<file path="src/rtl/ic_mem_arbiter_pkg.sv">
// Shared types and constants for the two-port memory arbiter: FSM state
// encoding, requester indices and bus widths.
package ic_mem_arbiter_pkg;

  localparam int DATA_W = 32;
  localparam int ADDR_W = 32;
  localparam int STRB_W = 4;

  localparam logic P_IMEM = 1'b0;
  localparam logic P_DMEM = 1'b1;

  typedef enum logic [1:0] {
    ST_IDLE   = 2'd0,
    ST_LOCKED = 2'd1,
    ST_BUSY   = 2'd2
  } arb_state_t;

  function automatic logic other_port(input logic p);
    return ~p;
  endfunction

endpackage

</file>
<file path="src/rtl/ic_mem_arbiter_if.sv">
// Interconnect bus: req/gnt request phase, recv/ack response phase.
// The master drives the request and ack; the slave drives gnt and the response.
interface ic_mem_arbiter_if;
  import ic_mem_arbiter_pkg::*;

  logic              req;
  logic              wen;
  logic [STRB_W-1:0] strb;
  logic [DATA_W-1:0] wdata;
  logic [ADDR_W-1:0] addr;
  logic              gnt;
  logic              recv;
  logic              ack;
  logic              error;
  logic [DATA_W-1:0] rdata;

  modport master (
    output req, wen, strb, wdata, addr, ack,
    input  gnt, recv, error, rdata
  );

  modport slave (
    input  req, wen, strb, wdata, addr, ack,
    output gnt, recv, error, rdata
  );

endinterface

</file>
<file path="src/rtl/ic_mem_arbiter_sel.sv">
// Combinational winner select for the arbiter. While locked the selection is
// pinned to the current owner so a stalled request cannot be swapped out.
module ic_arb_sel
  import ic_mem_arbiter_pkg::*;
#(
  parameter int FIXED_PRIO = 0
) (
  input  logic p0_req,
  input  logic p1_req,
  input  logic prio,
  input  logic lock,
  input  logic owner,
  output logic winner,
  output logic win_req
);

  always_comb begin
    winner = P_IMEM;
    if (lock) begin
      winner = owner;
    end else if (p0_req && p1_req) begin
      winner = (FIXED_PRIO != 0) ? P_DMEM : prio;
    end else if (p1_req) begin
      winner = P_DMEM;
    end
    win_req = winner ? p1_req : p0_req;
  end

endmodule

</file>
<file path="src/rtl/ic_mem_arbiter.sv">
// Two-requester arbiter in front of a single-port memory target, one
// transaction outstanding. Optional counters enabled with IC_ARB_PERF_EN.
module ic_mem_arbiter
  import ic_mem_arbiter_pkg::*;
#(
  parameter int FIXED_PRIO = 0,
  parameter int RESET_PRIO = 1
) (
  input  logic              g_clk,
  input  logic              g_resetn,
  ic_mem_arbiter_if.slave   p0,
  ic_mem_arbiter_if.slave   p1,
  ic_mem_arbiter_if.master  tgt
`ifdef IC_ARB_PERF_EN
  ,
  output logic [31:0]       perf_p0_grants,
  output logic [31:0]       perf_p1_grants,
  output logic [31:0]       perf_stall_cycles
`endif
);

  localparam logic RST_PRIO = (RESET_PRIO != 0);

  arb_state_t state;
  logic       owner;
  logic       prio;
  logic       winner;
  logic       win_req;
  logic       owner_ack;

  ic_arb_sel #(
    .FIXED_PRIO (FIXED_PRIO)
  ) u_sel (
    .p0_req  (p0.req),
    .p1_req  (p1.req),
    .prio    (prio),
    .lock    (state == ST_LOCKED),
    .owner   (owner),
    .winner  (winner),
    .win_req (win_req)
  );

  assign owner_ack = owner ? p1.ack : p0.ack;

  // Request and response routing is purely combinational so neither path adds latency.
  always_comb begin
    tgt.req   = 1'b0;
    tgt.wen   = 1'b0;
    tgt.strb  = '0;
    tgt.wdata = '0;
    tgt.addr  = '0;
    tgt.ack   = 1'b0;
    p0.gnt    = 1'b0;
    p1.gnt    = 1'b0;
    p0.recv   = 1'b0;
    p1.recv   = 1'b0;
    p0.error  = 1'b0;
    p1.error  = 1'b0;
    p0.rdata  = '0;
    p1.rdata  = '0;
    case (state)
      ST_IDLE, ST_LOCKED: begin
        if (win_req) begin
          tgt.req = 1'b1;
          if (winner) begin
            tgt.wen   = p1.wen;
            tgt.strb  = p1.strb;
            tgt.wdata = p1.wdata;
            tgt.addr  = p1.addr;
            p1.gnt    = tgt.gnt;
          end else begin
            tgt.wen   = p0.wen;
            tgt.strb  = p0.strb;
            tgt.wdata = p0.wdata;
            tgt.addr  = p0.addr;
            p0.gnt    = tgt.gnt;
          end
        end
      end
      ST_BUSY: begin
        tgt.ack = owner_ack;
        if (owner) begin
          p1.recv  = tgt.recv;
          p1.error = tgt.error;
          p1.rdata = tgt.rdata;
        end else begin
          p0.recv  = tgt.recv;
          p0.error = tgt.error;
          p0.rdata = tgt.rdata;
        end
      end
      default: ;
    endcase
  end

  always_ff @(posedge g_clk) begin
    if (!g_resetn) begin
      state <= ST_IDLE;
      owner <= P_IMEM;
      prio  <= RST_PRIO;
    end else begin
      case (state)
        ST_IDLE: begin
          if (win_req) begin
            owner <= winner;
            if (tgt.gnt) begin
              state <= ST_BUSY;
              prio  <= other_port(winner);
            end else begin
              state <= ST_LOCKED;
            end
          end
        end
        ST_LOCKED: begin
          if (win_req && tgt.gnt) begin
            state <= ST_BUSY;
            prio  <= other_port(owner);
          end
        end
        ST_BUSY: begin
          if (tgt.recv && owner_ack) begin
            state <= ST_IDLE;
          end
        end
        default: state <= ST_IDLE;
      endcase
    end
  end

`ifdef IC_ARB_PERF_EN
  // Counters wrap naturally at 2^32.
  always_ff @(posedge g_clk) begin
    if (!g_resetn) begin
      perf_p0_grants    <= '0;
      perf_p1_grants    <= '0;
      perf_stall_cycles <= '0;
    end else begin
      if (p0.gnt) perf_p0_grants <= perf_p0_grants + 32'd1;
      if (p1.gnt) perf_p1_grants <= perf_p1_grants + 32'd1;
      if ((p0.req && !p0.gnt) || (p1.req && !p1.gnt))
        perf_stall_cycles <= perf_stall_cycles + 32'd1;
    end
  end
`endif

endmodule

</file>
<file path="src/flat_wrapper.sv">
// flat-port wrapper written by rule: the top's interface ports become plain ports
module ic_mem_arbiter_flat import ic_mem_arbiter_pkg::*;
#(
  parameter int FIXED_PRIO = 0,
  parameter int RESET_PRIO = 1
)
  (g_clk, g_resetn, p0_req, p0_wen, p0_strb, p0_wdata, p0_addr, p0_ack, p0_gnt, p0_recv, p0_error, p0_rdata, p1_req, p1_wen, p1_strb, p1_wdata, p1_addr, p1_ack, p1_gnt, p1_recv, p1_error, p1_rdata, tgt_req, tgt_wen, tgt_strb, tgt_wdata, tgt_addr, tgt_ack, tgt_gnt, tgt_recv, tgt_error, tgt_rdata);
  ic_mem_arbiter_if p0_i ();
  ic_mem_arbiter_if p1_i ();
  ic_mem_arbiter_if tgt_i ();
  input  logic g_clk;
  input  logic g_resetn;
  input wire logic [$bits(p0_i.req)-1:0] p0_req;
  input wire logic [$bits(p0_i.wen)-1:0] p0_wen;
  input wire logic [$bits(p0_i.strb)-1:0] p0_strb;
  input wire logic [$bits(p0_i.wdata)-1:0] p0_wdata;
  input wire logic [$bits(p0_i.addr)-1:0] p0_addr;
  input wire logic [$bits(p0_i.ack)-1:0] p0_ack;
  output wire logic [$bits(p0_i.gnt)-1:0] p0_gnt;
  output wire logic [$bits(p0_i.recv)-1:0] p0_recv;
  output wire logic [$bits(p0_i.error)-1:0] p0_error;
  output wire logic [$bits(p0_i.rdata)-1:0] p0_rdata;
  input wire logic [$bits(p1_i.req)-1:0] p1_req;
  input wire logic [$bits(p1_i.wen)-1:0] p1_wen;
  input wire logic [$bits(p1_i.strb)-1:0] p1_strb;
  input wire logic [$bits(p1_i.wdata)-1:0] p1_wdata;
  input wire logic [$bits(p1_i.addr)-1:0] p1_addr;
  input wire logic [$bits(p1_i.ack)-1:0] p1_ack;
  output wire logic [$bits(p1_i.gnt)-1:0] p1_gnt;
  output wire logic [$bits(p1_i.recv)-1:0] p1_recv;
  output wire logic [$bits(p1_i.error)-1:0] p1_error;
  output wire logic [$bits(p1_i.rdata)-1:0] p1_rdata;
  output wire logic [$bits(tgt_i.req)-1:0] tgt_req;
  output wire logic [$bits(tgt_i.wen)-1:0] tgt_wen;
  output wire logic [$bits(tgt_i.strb)-1:0] tgt_strb;
  output wire logic [$bits(tgt_i.wdata)-1:0] tgt_wdata;
  output wire logic [$bits(tgt_i.addr)-1:0] tgt_addr;
  output wire logic [$bits(tgt_i.ack)-1:0] tgt_ack;
  input wire logic [$bits(tgt_i.gnt)-1:0] tgt_gnt;
  input wire logic [$bits(tgt_i.recv)-1:0] tgt_recv;
  input wire logic [$bits(tgt_i.error)-1:0] tgt_error;
  input wire logic [$bits(tgt_i.rdata)-1:0] tgt_rdata;
  assign p0_i.req = p0_req;
  assign p0_i.wen = p0_wen;
  assign p0_i.strb = p0_strb;
  assign p0_i.wdata = p0_wdata;
  assign p0_i.addr = p0_addr;
  assign p0_i.ack = p0_ack;
  assign p0_gnt = p0_i.gnt;
  assign p0_recv = p0_i.recv;
  assign p0_error = p0_i.error;
  assign p0_rdata = p0_i.rdata;
  assign p1_i.req = p1_req;
  assign p1_i.wen = p1_wen;
  assign p1_i.strb = p1_strb;
  assign p1_i.wdata = p1_wdata;
  assign p1_i.addr = p1_addr;
  assign p1_i.ack = p1_ack;
  assign p1_gnt = p1_i.gnt;
  assign p1_recv = p1_i.recv;
  assign p1_error = p1_i.error;
  assign p1_rdata = p1_i.rdata;
  assign tgt_req = tgt_i.req;
  assign tgt_wen = tgt_i.wen;
  assign tgt_strb = tgt_i.strb;
  assign tgt_wdata = tgt_i.wdata;
  assign tgt_addr = tgt_i.addr;
  assign tgt_ack = tgt_i.ack;
  assign tgt_i.gnt = tgt_gnt;
  assign tgt_i.recv = tgt_recv;
  assign tgt_i.error = tgt_error;
  assign tgt_i.rdata = tgt_rdata;
  ic_mem_arbiter #(.FIXED_PRIO(FIXED_PRIO), .RESET_PRIO(RESET_PRIO)) u_core (.g_clk(g_clk), .g_resetn(g_resetn), .p0(p0_i), .p1(p1_i), .tgt(tgt_i));
endmodule
</file>
<file path="config.mk">
export PLATFORM = sky130hd
export DESIGN_NAME = ic_mem_arbiter_flat
export DESIGN_NICKNAME = d
export VERILOG_FILES = /design/src/rtl/ic_mem_arbiter_pkg.sv /design/src/rtl/ic_mem_arbiter_if.sv /design/src/rtl/ic_mem_arbiter_sel.sv /design/src/rtl/ic_mem_arbiter.sv /design/src/flat_wrapper.sv
export SDC_FILE = /design/constraint.sdc
export NUM_CORES = 1
export LEC_CHECK = 0
export CAP_MARGIN = 15
export CELL_PAD_IN_SITES_DETAIL_PLACEMENT = 0
export CELL_PAD_IN_SITES_GLOBAL_PLACEMENT = 1
export CORE_MARGIN = 3
export CORE_UTILIZATION = 12
export DETAILED_ROUTE_END_ITERATION = 10
export GPL_ROUTABILITY_DRIVEN = 0
export PLACE_DENSITY = 0.86
export SLEW_MARGIN = 20
export SYNTH_ARGS = -nofsm -noshare
export SYNTH_HDL_FRONTEND = slang
export SYNTH_HIERARCHICAL = 1
export SYNTH_SLANG_ARGS = --single-unit
</file>
<file path="constraint.sdc">
create_clock -name g_clk -period 2.6 [get_ports g_clk]
set_clock_uncertainty 0.15 [all_clocks]
set_input_delay 0.78 -clock g_clk [delete_from_list [all_inputs] [get_ports g_clk]]
set_output_delay 0.78 -clock g_clk [all_outputs]
set_load 0.005 [all_outputs]
</file>
final_congestion.png
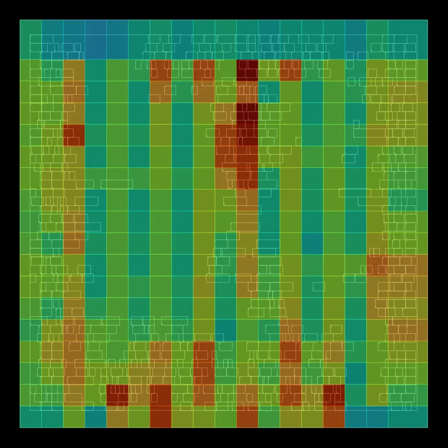
global-route met1 utilization: 13.1%
M2 GR Usage: 31.0%
mean routed wirelength per cell: 16.4 um
fraction of the core area covered by cells at the end of the flow: 39.2%

metal_stack.png
Scale: 3 px per um.
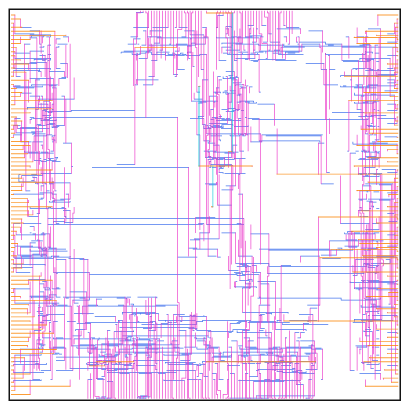
magenta -> met2  # wire length 7610 um
cyan -> met4  # wire length 86.4 um
blue -> met1  # wire length 4230 um
orange -> met3  # wire length 1190 um
Total GRT Usage: 14.2%
vias after detailed routing: 3218
total length of routed wires: 13100 um

==> results.txt <==
Implementation results.

In this run the worst setup path terminates at tgt_addr[26]. The tree built by TritonCTS fans out to 4 sinks. The biggest area consumer among synthesized cells is mux2i_1.

Across the VDD grid, the largest voltage drop is 0.146 mV. The final layout contains 799 nets. The worst path in the final design needs a cycle of 2.92 ns, including I/O delays and setup. The remaining global-route overflow is 0.

The insertion delay to the later sink of the worst-skew pair is 0.23 ns. According to the Yosys statistics, the synthesized design has a chip area of 1840 um^2. By count the netlist is led by nor2_1, mux2i_1, and2_1. The die area is 16900 um^2.

The count of mapped cells out of synthesis is 263. The worst-case hold slack is 0.419 ns. The length in cells of the worst reg-to-reg path is 9. After Yosys synthesis, AND-OR and OR-AND compound gates account for 3.47% of the synthesized area. The max-capacitance violation count is 0. The number of diodes added for antenna fixing is 0. The worst hold path terminates at u_core/state[0]. Yosys reported a register bit count of 4. The checks that failed: setup timing.

The multiplexer share of the synthesized area is 38.7%. The post-route netlist has 36.7% of its cells at a drive strength greater than 1. The detailed-router iteration count before antenna repair is 4. The class of the tightest hold or removal check is reg2reg. The overall die width is 130 um. During I/O placement, the number of pins put on the boundary was 320. Sorting the synthesis cell report by count puts at the top nor2_1. For this run, design rule violations remaining after detail routing come to 0. According to the dpl log, the detail-placed design has an HPWL of 10200 um. The starting DRC count in detailed routing is 34.

The net count after synthesis is 442. The worst path setup slack after routing is -0.321 ns. The starting utilization of the core area is 12.5%.

The xor and xnor area share after synthesis is 0%. In this run the vertical extent of the chip is 130 um. Per the final report, max-transition violations number 0. The finished layout cell area is 5780 um^2. The number of cells after detailed placement is 768. The non-filler instance count after layout is 802.

The netlist area before placement is 1840 um^2. The total chip power is 1.64 mW. The synthesis report lists the most area-consuming cells as mux2i_1, and2_1, nor2_1.

The endpoint of the worst register-to-register path is u_core/prio. At the worst endpoint, the arrival time is 1.99 ns. Endpoints with negative setup slack in the final report add up to 72. The synth_stat.txt file lists the number of cells as 263. By startpoint and endpoint, the worst setup path is classified as in2out. In this run the clock root is driven by a clkbuf_16. The launch point of the worst min-delay path is recorded as u_core/state[1]. Nets still carrying antenna violations after routing amount to 0. Summed over all failing endpoints, the final setup total negative slack is -17.69 ns. The final hold violation count is 0. The initial antenna violation count is 0. Dividing the synthesized area by the synthesized cell count gives 7.00 um^2. Looking at the max-slew report, the worst-margin pin has a slew of 0.304 ns.

Per the run report, area growth between synthesis and finish was 214%. The routed design shows a via density per instance of 4.01. The simple-gate portion of the synthesized area is 44.3%. The flow reported a cell area power density of 284 nW/um^2. Static timing analysis puts the maximum clock frequency at 342 MHz. Timing analysis after detailed placement gives a worst setup slack of -1.11 ns. The number of buffers inserted during clock tree synthesis is 3. The pin count of the biggest net entering global routing is 19.

The start of the worst register-to-register path is u_core/state[0]. The post-cts hold buffer count is 0. Per the slew report, the remaining headroom to the max-slew limit stands at 79.2%. The area after detailed placement is 5380 um^2. The flip-flop cell with the highest count after synthesis is dfxtp_1. The number of H-tree branching levels is 1.

The total of buffers placed on input and output ports is 319. The final clock period utilization by the worst path is 112%. The row count is 44. The floorplan core area is 14800 um^2. Looking at the clock tree report, the maximum root-to-sink buffer count equals 2. The share of synthesized area in the top cell type comes to 38.1%. The number of logged tool warnings is 28.

The number of distinct library cell variants in the gate-level netlist after synthesis is 29. The reported leakage power is 2.81 nW. Grouping non-sequential cells by family puts the most area in simple AND/OR/NAND/NOR gates. STA classifies the critical path endpoint as an output pin. The flow ran to the end, but the final reports show violations.

After synthesis, flip-flops and latches occupy 4.35% of the total area. The count of flip-flops with a built-in enable after synthesis is 0. The kind of launch point of the worst setup path is a primary input. The proportion of synthesized flip-flops having asynchronous set or reset is 0%. The number of warning messages in the yosys log is 6.

The number of instances on the worst hold path is 2. The global-route wire length before repair is 18300 um. The peak fanout along the critical path is 8. Setup repair after global routing could not meet its margin everywhere. The via count of the first global-routing pass is 3329. The worst-case register-to-register setup slack is 0.60 ns. The adder-cell share of the synthesized area is 0%. OpenSTA lists the critical path startpoint as p0_req. The clock transition at the registers of the reported paths is 0.03 ns. TritonCTS built the clock tree. The required time of the critical path is 1.67 ns.
==> layer usage <==
metal / up-vias / global-route usage (%) / wire length [um]
met3: 6 / 3.32 / 1190
met2: 199 / 31.0 / 7610
li1: 1579 / - / -
met4: 0 / 2.38 / 86
met1: 1434 / 13.1 / 4230
met5: - / 0 / 0
==> critical path, stage by stage <==
cell and delay [ns]:
buf_6 0.10, nor2b_4 0.12, o21ai_4 0.14, buf_12 0.13
buf_12 0.14, buf_12 0.15, mux2i_4 0.24, nor2_4 0.05
buf_2 0.13
==> final cells by class <==
class                           count  area (um^2)
Fill cell                        1509         8970
Timing Repair Buffer              374         3510
Multi-Input combinational cell    233         1860
Tap cell                          184          230
Sequential cell                     4         83.8
Clock buffer                        3         75.1
Inverter                            4         17.5
==> cell usage in the layout, fill, tap and decap left out, drive strengths merged <==
cell type      Yosys  routed
clkbuf             3      11
a21oi              2       2
nor2              75      75
o21bai             1       1
o211ai             1       1
clkdlybuf4s15      0      11
o21ai              2       2
and3               1       1
nand2              2       2
mux2               1       1
dfxtp              4       4
nor3               2       2
dlymetal6s2s       0       3
clkdlybuf4s50      0     170
buf               19     131
a21boi             1       1
nor2b              2       2
dlygate4sd2        0      51
and2              66      66
a2111oi            1       1
mux2i             70      70
nand3b             2       2
nand2b             3       3
inv                4       4
a2bb2oi            1       1
==> power by group <==
group          switching, mW  internal [mW]  leakage, nW  total [mW]
clock network         0.0491          0.197       0.0370       0.246
logic                  0.510          0.807         2.74        1.32
registers            0.00807         0.0693       0.0341      0.0773
==> repair_timing <==
action,4_1_cts,5_1_grt
resized,471,73
pin swaps,23,21
buffers inserted,30,5
endpoints found under the setup margin,141,106
gates cloned,9,0
==> registers in the layout, summed over array words and instances, names as in the netlist <==
register	count
u_core/prio	1
u_core/state	2
u_core/owner	1
Power and IR drop assume default switching activity.
